==> config.mk <==
export PLATFORM = sky130hd
export DESIGN_NAME = alu_seq
export DESIGN_NICKNAME = d
export VERILOG_FILES = /design/src/rtl/alu_seq_pkg.sv /design/src/rtl/alu_seq_ras.sv /design/src/rtl/alu_seq.sv
export SDC_FILE = /design/constraint.sdc
export NUM_CORES = 1
export LEC_CHECK = 0
export CAP_MARGIN = 20
export CORE_MARGIN = 2
export CORE_UTILIZATION = 45
export CTS_CLUSTER_SIZE = 14
export DETAILED_ROUTE_END_ITERATION = 7
export HOLD_SLACK_MARGIN = 0.06
export PLACE_DENSITY = 0.87
export SYNTH_ARGS = -nofsm -noshare
export SYNTH_HDL_FRONTEND = slang
export SYNTH_SLANG_ARGS = --single-unit
==> constraint.sdc <==
create_clock -name clk -period 4.7 [get_ports clk]
set_input_delay 0.705 -clock clk [delete_from_list [all_inputs] [get_ports clk]]
set_output_delay 0.705 -clock clk [all_outputs]
set_load 0.03 [all_outputs]
### Sequential cells coloured by netlist name

Bar = 20 µm. Other sequential cells in the stronger grey, the rest of the logic in the fainter grey.
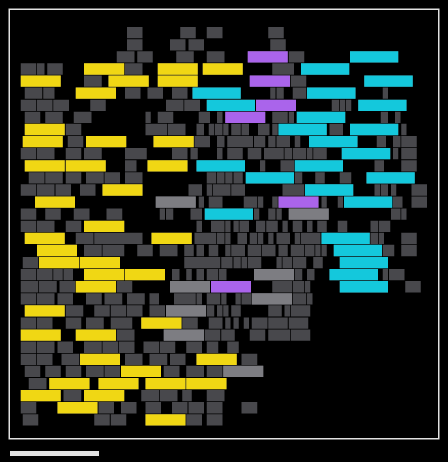
legend:
  cyan:
    netlist_name: `u_ras.mem`
    sequential_cells: 24
  purple:
    netlist_name: `imem_addr`
    sequential_cells: 6
  yellow:
    netlist_name: `ir_reg`
    sequential_cells: 40
not coloured: 8
Seq/total area: 43.0%
FF+latch area: 2070 µm²

### Signal wires by layer

Two of the layers only.
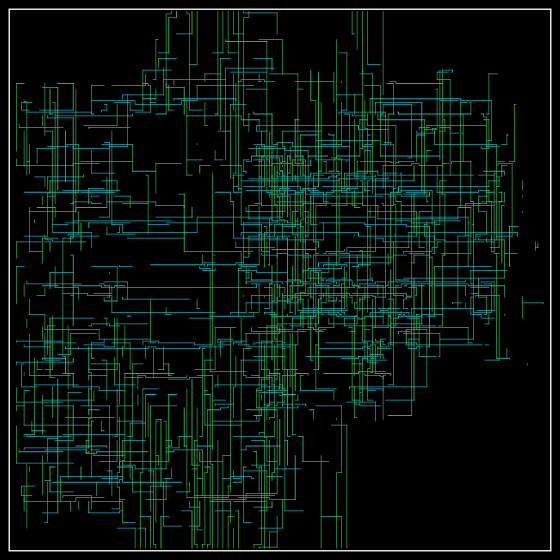
legend:
  green:
    layer: met2
    wire_length: 4130 µm
  cyan:
    layer: met1
    wire_length: 3360 µm
WL/cell: 16.9 µm
GR Util All Layers: 19.6%

### Pin map

Pins as bars across the die edge, other pins in grey.
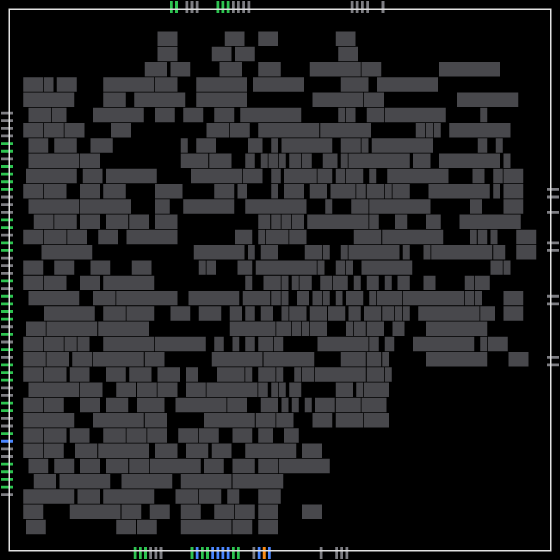
legend:
  blue:
    port: `op_code`
    pins: 8
    direction: output
    edge: 7 bottom, 1 left
  orange:
    port: `imem_req`
    pins: 1
    direction: output
    edge: bottom
  green:
    port: `imem_data`
    pins: 40
    direction: input
    edge: 27 left, 8 bottom, 5 top
all pins by edge: 51 left, 24 bottom, 17 top, 9 right
input/output buffers: 100
Die Height: 96.2 µm
Die Wd: 96.2 µm

### Logic cells by family

Bar = 20 µm.
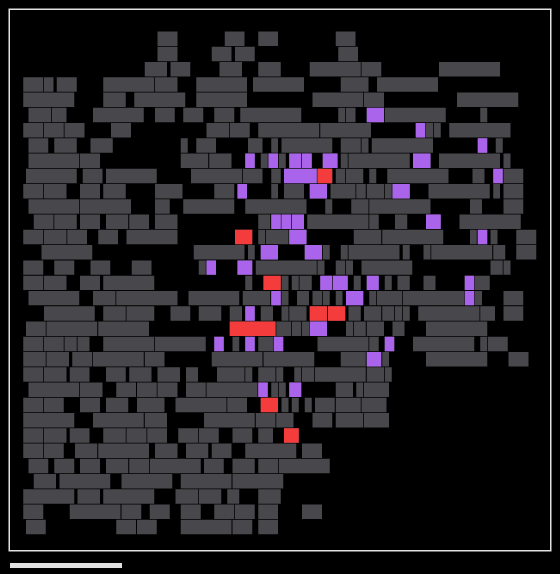
legend:
  red:
    family: AND-OR and OR-AND gates
    cells: 8
  purple:
    family: inverting AOI/OAI gates
    cells: 40
non-filler cells, final: 497
most numerous logic cell after layout: clkdlybuf4s50_1
combinational share of cell area: 28.6%

### Clock nets

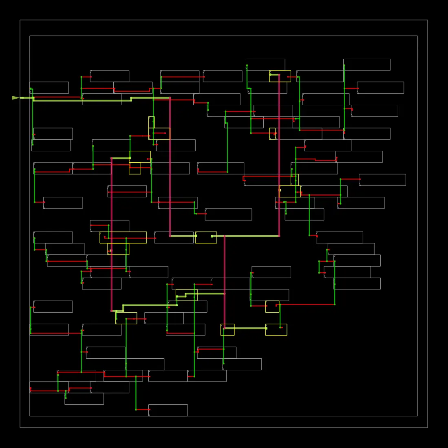
clock network power: 493 µW
num sequential: 78

==> run summary <==
impl run done, here's what came out: outcome=completed, Non-CTS buffers=101, Final WS setup=1.37 ns, achievable frequency=300 MHz, RSZ-0062 raised after global routing=false, Synth Instances=322, Core Area=8220 µm², site row count=33, CTS tree=done, Finished Core Util=58.6%, synthesized area=3830 µm², Yosys chip area=3830 µm², pre-CTS WS=1.75 ns, Slew Viols, Final=0, Clk network pwr share=14.8%, clk buf depth=2, net switching power figure=1.42 mW, crit path DRT=3.99 ns, share of cells above drive strength 1=6.89%, grt total ovfl=0, max FFs per register=40, Post-synth regs=78, Tap Count=105, Final Hold Fails=0, hpwl dp=6280 µm, largest cell class by area=sequential cells, CLK BUF=11, LEAKAGE=1.94 nW, cells on worst reg2reg path=6
==> critical path, cell delays in order (launching register included) <==
cell and delay, ns:
dfrtp_1 0.41, inv_1 0.10, ha_1 0.27, nand2_1 0.19, nand3_1 0.27, inv_2 0.23
and2_1 0.15, clkdlybuf4s50_1 0.66
==> logic make-up after synthesis <==
logic type | after synthesis
compound gates | 48
xor+xnor | 7
fa+ha+maj | 7
buf+inv | 58
flops | 78
mux | 43
simple gates | 81
==> layer usage <==
layer | global-route usage [%] | vias up | share of wire [%]
li1 | - | 1234 | -
met1 | 23.1 | 1289 | 40
met2 | 32.8 | 114 | 49
met3 | 6.73 | 11 | 9.1
met4 | 7.74 | 0 | 1.5
met5 | 0 | - | 0
Power figures rest on the tool's default switching activity, not on a simulated workload.
